Figure 1. Track usage over the die (run 1).
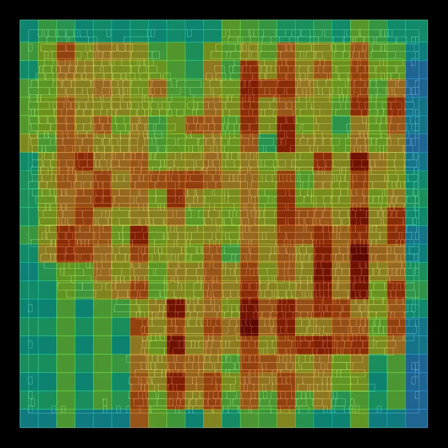
Figure 2. Metal 4 (run 1).
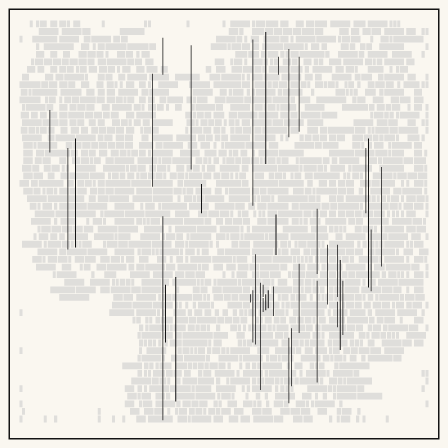
Figure 3. A small window of the routed layout (run 1).
Window x 102 to 127, y 26 to 51 um. Cells in gray, sequential cells in the stronger gray; small squares are vias.
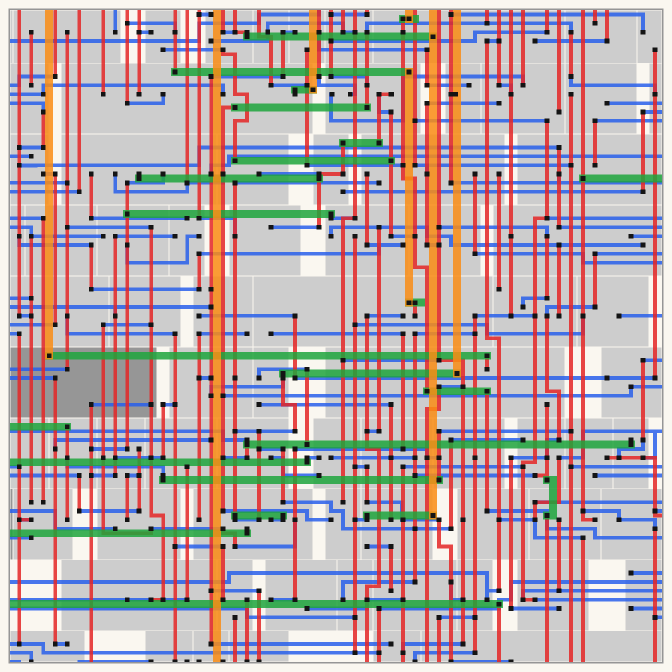
### src/rtl/gmii_rx_latency.sv
// GMII receive frame checker and latency meter: frame delineation, in-line FCS check,
// DEADBEEF/timestamp extraction and good/error statistics.
// Optional min/max latency tracking is built when GMII_RX_LATENCY_MINMAX_EN is defined.
module gmii_rx_latency #(
  parameter int unsigned MIN_LEN   = 64,
  parameter int unsigned MAGIC_OFS = 42,
  parameter int unsigned STAMP_OFS = 46
) (
  input  logic        clock,
  input  logic        reset,
  input  logic        rx_dv,
  input  logic [7:0]  rx_data,
  input  logic [31:0] timer,
  input  logic        clear,
  output logic        lat_valid,
  output logic [31:0] latency,
  output logic [15:0] frame_cnt,
  output logic [15:0] err_cnt,
  output logic [31:0] lat_min,
  output logic [31:0] lat_max
);

  localparam logic [31:0] CRC_POLY    = 32'hEDB88320;
  localparam logic [31:0] CRC_RESIDUE = 32'hDEBB20E3;
  localparam logic [31:0] MAGIC_WORD  = 32'hDEADBEEF;
  localparam logic [10:0] IDX_MAX     = 11'h7FF;

  typedef enum logic [1:0] {IDLE, PREAMBLE, DATA, DROP} state_t;

  state_t      state, state_next;
  logic        sfd_hit, eof;
  logic [31:0] t_rx;
  logic [31:0] crc;
  logic [10:0] byte_idx;
  logic [31:0] magic;
  logic [31:0] stamp;
  logic        frame_good;

  function automatic logic [31:0] crc_step(input logic [31:0] c, input logic [7:0] d);
    logic [31:0] r;
    r = c ^ {24'h0, d};
    for (int unsigned i = 0; i < 8; i++)
      r = r[0] ? ((r >> 1) ^ CRC_POLY) : (r >> 1);
    return r;
  endfunction

  always_ff @(posedge clock) begin
    if (reset) state <= IDLE;
    else       state <= state_next;
  end

  always_comb begin
    state_next = state;
    sfd_hit    = 1'b0;
    eof        = 1'b0;
    case (state)
      IDLE: begin
        if (rx_dv) state_next = (rx_data == 8'h55) ? PREAMBLE : DROP;
      end
      PREAMBLE: begin
        if (!rx_dv)                 state_next = IDLE;
        else if (rx_data == 8'hD5) begin
          state_next = DATA;
          sfd_hit    = 1'b1;
        end
        else if (rx_data != 8'h55) state_next = DROP;
      end
      DATA: begin
        if (!rx_dv) begin
          state_next = IDLE;
          eof        = 1'b1;
        end
      end
      DROP: begin
        if (!rx_dv) state_next = IDLE;
      end
      default: state_next = IDLE;
    endcase
  end

  // byte_idx saturates at 2047, so a saturated count also marks an oversize frame
  assign frame_good = (byte_idx >= 11'(MIN_LEN)) && (byte_idx != IDX_MAX) &&
                      (crc == CRC_RESIDUE);

  always_ff @(posedge clock) begin
    if (reset) begin
      t_rx     <= '0;
      crc      <= '1;
      byte_idx <= '0;
      magic    <= '0;
      stamp    <= '0;
    end
    else if (sfd_hit) begin
      t_rx     <= timer;
      crc      <= '1;
      byte_idx <= '0;
      magic    <= '0;
      stamp    <= '0;
    end
    else if (state == DATA && rx_dv) begin
      crc <= crc_step(crc, rx_data);
      if (byte_idx != IDX_MAX) byte_idx <= byte_idx + 11'd1;
      if (byte_idx >= 11'(MAGIC_OFS) && byte_idx < 11'(MAGIC_OFS + 4))
        magic <= {magic[23:0], rx_data};
      if (byte_idx >= 11'(STAMP_OFS) && byte_idx < 11'(STAMP_OFS + 4))
        stamp <= {stamp[23:0], rx_data};
    end
  end

  always_ff @(posedge clock) begin
    if (reset) begin
      lat_valid <= 1'b0;
      latency   <= '0;
    end
    else begin
      lat_valid <= 1'b0;
      if (eof && frame_good && magic == MAGIC_WORD) begin
        lat_valid <= 1'b1;
        latency   <= t_rx - stamp;
      end
    end
  end

  // clear takes priority over a coinciding end-of-frame for the statistics
  always_ff @(posedge clock) begin
    if (reset) begin
      frame_cnt <= '0;
      err_cnt   <= '0;
    end
    else if (clear) begin
      frame_cnt <= '0;
      err_cnt   <= '0;
    end
    else if (eof) begin
      if (frame_good) begin
        if (frame_cnt != '1) frame_cnt <= frame_cnt + 16'd1;
      end
      else begin
        if (err_cnt != '1) err_cnt <= err_cnt + 16'd1;
      end
    end
  end

`ifdef GMII_RX_LATENCY_MINMAX_EN
  always_ff @(posedge clock) begin
    if (reset || clear) begin
      lat_min <= '1;
      lat_max <= '0;
    end
    else if (lat_valid) begin
      if (latency < lat_min) lat_min <= latency;
      if (latency > lat_max) lat_max <= latency;
    end
  end
`else
  assign lat_min = '1;
  assign lat_max = '0;
`endif

endmodule
### config.mk
export PLATFORM = sky130hd
export DESIGN_NAME = gmii_rx_latency
export DESIGN_NICKNAME = d
export VERILOG_FILES = /design/src/rtl/gmii_rx_latency.sv
export SDC_FILE = /design/constraint.sdc
export NUM_CORES = 1
export LEC_CHECK = 0
export CORE_MARGIN = 3
export CORE_UTILIZATION = 49
export CTS_CLUSTER_SIZE = 40
export DETAILED_ROUTE_END_ITERATION = 8
export PLACE_DENSITY = 0.78
export SETUP_SLACK_MARGIN = 0.02
export SLEW_MARGIN = 20
export SYNTH_ARGS = -nofsm -noshare
export SYNTH_HDL_FRONTEND = slang
export SYNTH_SLANG_ARGS = --single-unit
export TNS_END_PERCENT = 100
### constraint.sdc
create_clock -name clock -period 2.23 [get_ports clock]
set_input_delay 0.669 -clock clock [delete_from_list [all_inputs] [get_ports clock]]
set_output_delay 0.669 -clock clock [all_outputs]
set_load 0.02 [all_outputs]
==> impl_metrics.tcl, run 1 <==
# place-and-route summary
set metrics [dict create \
    synth_top_area_share 0.388 \
    core.rowCount 53 \
    worst_slack_ns -0.302 \
    layout_top_cells "buf_4 (192), dfxtp_1 (183), nand2_1 (162)" \
    drcViolationCount 0 \
    grt_use_total 0.237 \
    critPathKind "reg2reg" \
    timing.critical_path.buf_inv 1 \
    tightestPinTransition_ns 0.736 \
    last_weighted_congestion_value_of_the_routability_driven_placer 0.917 \
    netlist.top_cell.by_area "dfxtp_1" \
    num_antenna_cells 0 \
    area_growth_pct 47.0 \
    antenna_violations_before_repair 0 \
    max_freq_mhz 395 \
    worst_stage_delay_on_the_critical_path_ns 0.38 \
    layout-drive-gt1-share 0.295 \
    dieWidth_um 153 \
    layout.nets 1643 \
    maxSlewViolCount 0 \
    number_of_storage_elements_in_the_synthesis_netlist 206 \
    ctsResizeCount 143 \
    status "complete, but fails checks" \
    timing.slew.headroom 0.497 \
    crit_arrival_ns 2.98 \
    cap_violations 0 \
    layout_top_cell "buf_4" \
    clk_root_buffer_cell "clkbuf_16" \
    synthTopCellsByArea "dfxtp_1 (39%), nand2_1 (6.6%), xnor2_1 (6.4%)" \
    wl_per_cell_um 17.1 \
    power.total_mw 9.18 \
    top_power_group "the clock network" \
    cp_cell_sequence "inv_1 > ha_1 > a21oi_1 > o21ai_0 > and3_1 > a21oi_1 > o211ai_1 > a31oi_1 > xnor2_1 > nand2_1 > a21oi_2" \
    core_area_um2 21200 \
    ys_chip_area_um2 10600 \
    end_of_the_worst_register_to_register_path "latency[20]" \
    fin_setup_tns_ns -7.64 \
    placement.io_buffers 108 \
    hold_path_startpoint "latency[17]" \
    floorplanUtilization 0.502 \
    final_cells 1853 \
    top_level_ports 173 \
    dp_hpwl_um 20000 \
    worstSetupEndpointType "register" \
    worstPathRequired_ns 2.68 \
    cts.path.max_buffers 3 \
    critPathTopFamily "AND-OR/OR-AND gates" \
    drt-total-wl_um 31700 \
    failed_checks "setup timing" \
    powerSeq_mw 3.74 \
    seq_power_share 0.407 \
    worst_setup_path_start_kind "register" \
    irDropWorstVdd_v 0.000707 \
    final.min_clock_period_ns 2.53 \
    die_h_um 153 \
    swShare 0.236 \
    reg2regPathDepth 11 \
    postCtsSetupRepairBufs 16 \
    p_switching_mw 2.17 \
    cycle_use_final 1.14 \
    yosysSeqAreaShare 0.388 \
    log.warning_count 31 \
    gr-total-overflow 0 \
    clock_network_power_mw 4.28 \
    detailedRoute.firstPassIterationCount 5 \
    cts_tree "done" \
    total_leakage_power_nw 6.92 \
    path_max_fanout 3 \
    ctsHoldBuffers 0 \
    ctsHtreeMaxLevel 1 \
    maximum_number_of_pins_on_one_net_before_global_route_repair 65 \
    setup_viol 71 \
    via_count 9888 \
    combPwrFrac 0.126 \
    synth.lib_cells_used.distinct 68 \
    dieArea_um2 23500 \
    hold_path_cell_cnt 2 \
    clock-sinks 206 \
    timing.hold.worst_endpoint "latency[17]" \
    clk_pin_slew_worst_paths_ns 0.07 \
    tritoncts.num_buffers 23 \
    ant_nets 0 \
    grt_pass1_vias 9501 \
]
Back to the opening pictures, Figure 1:
Final Core Density: 0.738
met2 GRT Util: 0.414

Back to the opening pictures, Figure 2:
The layer holds 3.2% of the routed length. 33 nets have wire on it. The wires run mostly vertical.

Back to the opening pictures, Figure 3:
Key: green = M3; red = M2; blue = M1; orange = M4
65 logic cells have their middle in the window. Sequential cells in the window: 1. Netlist names of flops here include latency (1). Most frequent: buf_4 (16), nand2_1 (7), a21oi_1 (5).

==> run 1: cell type report <==
| class | count | area [um^2] |
|---|---|---|
| clock buffer | 26 | 597 |
| clock inverter | 14 | 259 |
| fill | 1376 | 5550 |
| inverter | 45 | 169 |
| multi-input combinational | 945 | 6890 |
| sequential | 206 | 4150 |
| tap | 275 | 344 |
| timing repair buffer | 342 | 3200 |
==> run 1: worst reg2reg max path: stages (launching register included) <==
cell	delay (ns)
dfxtp_1	0.38
inv_1	0.08
ha_1	0.32
a21oi_1	0.15
o21ai_0	0.22
and3_1	0.27
a21oi_1	0.17
o211ai_1	0.21
a31oi_1	0.31
xnor2_1	0.16
nand2_1	0.09
a21oi_2	0.12
==> run 1: logic make-up (layout without fill, tap and decap cells) <==
kind of cell,count (synthesis),count (layout),share of synthesized area
compound gates,204,204,0.121
other cells,2,64,0.000707
buf+inv,166,427,0.0831
xor+xnor,132,132,0.111
flops,206,206,0.388
mux,68,68,0.0641
fa+ha+maj,36,36,0.0431
simple gates,440,441,0.189
==> run 1: per-stage QoR <==
step / worst slack [ns] / utilization / cell area, um^2 / hold WS, ns
global placement: -0.400 / 0.630 / 13300 / 0.439
CTS: -0.256 / 0.706 / 14900 / 0.456
detailed placement: -0.480 / 0.630 / 13300 / 0.444
global route: -0.368 / 0.738 / 15600 / 0.480
floorplan: -0.0732 / - / 11000 / 0.436
finish: -0.302 / 0.738 / 15600 / 0.454
==> run 1: per-layer routing <==
layer / global-route usage / routed length (um) / up-vias
li1: - / - / 4740
met1: 0.307 / 13400 / 4716
met2: 0.414 / 15600 / 347
met3: 0.0343 / 1650 / 85
met4: 0.0632 / 1000 / 0
met5: 0 / 0 / -
--- run 2 (diff from run 1) ---
- CORE_ASPECT_RATIO: default -> 0.8
- SETUP_SLACK_MARGIN: 0.02 -> default
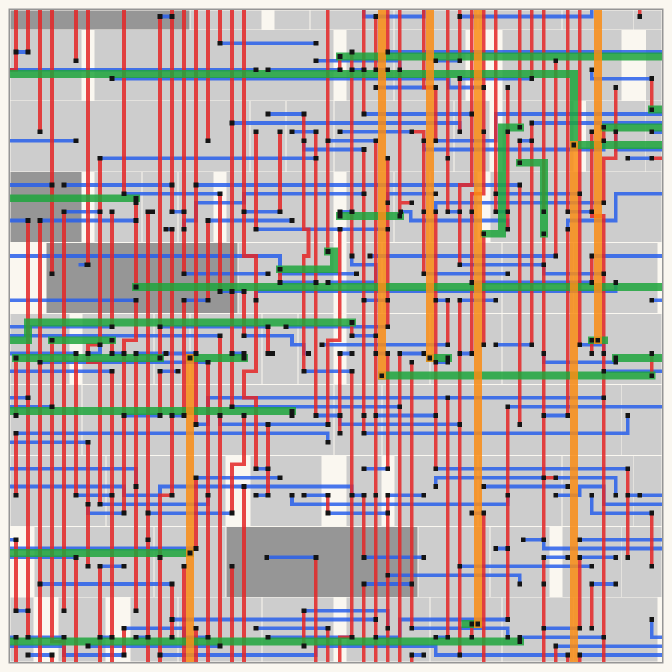
Figure 4: run 2, a small window of the routed layout.
Window x 115 to 140, y 22 to 47 um. Cells in gray, sequential cells in the stronger gray; small squares are vias.
Key: blue = M1; green = M3; orange = M4; red = M2
62 logic cells have their middle in the window. Netlist names of flops here include latency (1), stamp (1). Sequential cells in the window: 2. Most frequent: buf_4 (14), inv_1 (5), a21oi_1 (5).

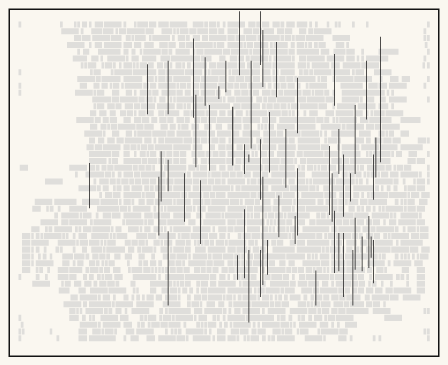
Figure 5: run 2, metal 4.
The layer carries 1,190 um of wire. The longest straight run is 49.6 um. The layer holds 3.3% of the routed length. The wires run mostly vertical.

==> impl_metrics.tcl, run 2 <==
# place-and-route summary
set metrics [dict create \
    async_reset_ff_frac 0 \
    flop_cell "dfxtp_1" \
    clock_latency_ns 0.51 \
    wl_per_cell_um 19.4 \
    cycle_use_final 1.17 \
    powerDensity_nw_per_um2 564 \
    tritoncts.num_buffers 22 \
    critPathKind "reg2reg" \
    num_antenna_cells 0 \
    detailedRoute.firstPassIterationCount 5 \
    finClkSkew_ns 0.0119 \
    max_freq_mhz 383 \
    irDropWorstVdd_v 0.000598 \
    power.total_mw 8.77 \
    status "complete, but fails checks" \
    layout_top_cells "buf_4 (214), dfxtp_1 (188), nand2_1 (173)" \
    wl_met3_um 2870 \
    synth_top_area_share 0.388 \
    netlist.top_cell.by_area "dfxtp_1" \
    yosys-top-cells-count "dfxtp_1 (206), nand2_1 (186), nor2_1 (137)" \
    number_of_storage_elements_in_the_synthesis_netlist 206 \
    synth.lib_cells_used.distinct 68 \
    crit_arrival_ns 3.04 \
    antenna_violations_before_repair 0 \
    final_hold_viol_count 0 \
    clk_root_buffer_cell "clkbuf_16" \
    drt_iter0_drc 1050 \
    fin_setup_tns_ns -20.09 \
    yosys.cell_count.top_type "dfxtp_1" \
    met2_grt_util 0.444 \
    top_level_ports 173 \
    cts_tree "done" \
    failed_checks "setup timing" \
    post-route-cell-area_um2 15600 \
    gr-total-overflow 0 \
    setup_viol 115 \
    last_weighted_congestion_value_of_the_routability_driven_placer 0.937 \
    synth_stat.cells 1254 \
    layout-drive-gt1-share 0.286 \
    placement.io_buffers 108 \
    cap_violations 0 \
    tightestPinTransition_ns 0.668 \
    synthTopCellsByArea "dfxtp_1 (39%), nand2_1 (6.6%), xnor2_1 (6.4%)" \
    critPathTopFamily "simple AND/OR/NAND/NOR gates" \
    timing.critical_path.buf_inv 0 \
    via_count 10535 \
    worst_setup_path_start_kind "register" \
    yosysSeqAreaShare 0.388 \
    cp_cell_sequence "nand4b_1 > or4_4 > a2111oi_4 > and3b_2 > and4_4 > nand2_8 > or3_1 > a21oi_1" \
    final.min_clock_period_ns 2.61 \
    minimum_hold_slack_ns 0.458 \
    number_of_enable_type_register_cells_in_the_synthesized_netlist 0 \
    path_max_fanout 8 \
    dieWidth_um 171 \
    grt_use_met3 0.0344 \
    placement.setup.worst_slack_ns -0.489 \
    place_inst 1797 \
    layout_top_cell "buf_4" \
    worstPathRequired_ns 2.66 \
    grt_use_total 0.264 \
    final_cells 1865 \
    clk_pin_slew_worst_paths_ns 0.07 \
    drt-total-wl_um 36100 \
    clock-sinks 206 \
    final_util 0.741 \
    ctsHtreeMaxLevel 1 \
    global_route_wire_length_before_repair_um 50700 \
    ant_nets 0 \
    global_route.peak_usage_layer "met2" \
    worst_slack_ns -0.383 \
    nFillCells 1304 \
    total_length_of_routed_met2_wires_um 17500 \
    dieArea_um2 23500 \
    maximum_number_of_pins_on_one_net_before_global_route_repair 65 \
    core_area_um2 21000 \
    post_synth_instance_area_um2 10600 \
    area_growth_pct 46.6 \
    met1_usage 0.362 \
    met1_length_um 14600 \
    grt_pass1_vias 9813 \
    floorplanUtilization 0.506 \
    drt-vias-per-instance 5.65 \
    placedInstanceArea_um2 13500 \
    core.rowCount 47 \
    cts.path.max_buffers 3 \
    dp_hpwl_um 21000 \
    worstSetupEndpointType "register" \
    die_h_um 138 \
    worst_hold_path_type "reg2reg" \
    syn_avg_cell_area_um2 8.47 \
    maxSlewViolCount 0 \
    ys_chip_area_um2 10600 \
    total_leakage_power_nw 6.76 \
    top_layer_used "met4" \
    slowest_stage "or4_4" \
    synth.yosys.warnings 0 \
    timing.slew.headroom 0.555 \
    synthesis.instances 1254 \
    worst_stage_delay_on_the_critical_path_ns 0.58 \
    layout.nets 1661 \
    setup_repair_after_global_routing_missed_its_margin "yes" \
    drcViolationCount 0 \
    log.warning_count 31 \
]
[run 2: repair_timing]
action                     CTS  global route
pin swaps                   62            64
buffers inserted            15            13
resized                    114           117
hold buffers                 0             0
setup endpoints to repair  106           214
cloned                       5             4
[run 2: worst reg2reg max path, cell delays in order (launching register included)]
cell and delay, ns:
dfxtp_1 0.37, nand4b_1 0.12, or4_4 0.58, a2111oi_4 0.40, and3b_2 0.27, and4_4 0.26
nand2_8 0.08, or3_1 0.31, a21oi_1 0.13
[run 2: path summary, 6_finish.rpt]
path / startpoint / endpoint / slack (ns) / cells after the start
setup / recovery: crc[20] / frame_cnt[11] / -0.38 / 8
hold / removal: latency[23] / latency[23] / 0.46 / 2
setup reg to reg: crc[20] / frame_cnt[11] / -0.38 / 8
hold reg to reg: latency[23] / latency[23] / 0.46 / 2
[run 2: kinds of logic (layout without fill, tap and decap cells)]
kind of cell,Yosys count,in the layout,share of synthesized area
buf+inv,166,446,0.0831
xor+xnor,132,132,0.111
other cells,2,64,0.000707
compound gates,204,204,0.121
flops,206,206,0.388
mux,68,68,0.0641
simple gates,440,440,0.189
fa+ha+maj,36,36,0.0431
[run 2: area by class of cell]
class | count | area (um^2) | share of cell area
Inverter | 45 | 169 | 0.0109
Clock buffer | 29 | 628 | 0.0404
Multi-Input combinational cell | 944 | 6810 | 0.437
Clock inverter | 10 | 100 | 0.00643
Tap cell | 269 | 337 | 0.0216
Timing Repair Buffer | 362 | 3380 | 0.217
Sequential cell | 206 | 4150 | 0.266
[run 2: power by group]
| part | total [mW] | switching (mW) | internal, mW |
|---|---|---|---|
| Combinational | 1.28 | 0.675 | 0.602 |
| Clock | 3.75 | 1.54 | 2.21 |
| Sequential | 3.74 | 0.0253 | 3.72 |
| Total | 8.77 | 2.25 | 6.53 |
Power figures rest on the tool's default switching activity, not on a simulated workload.
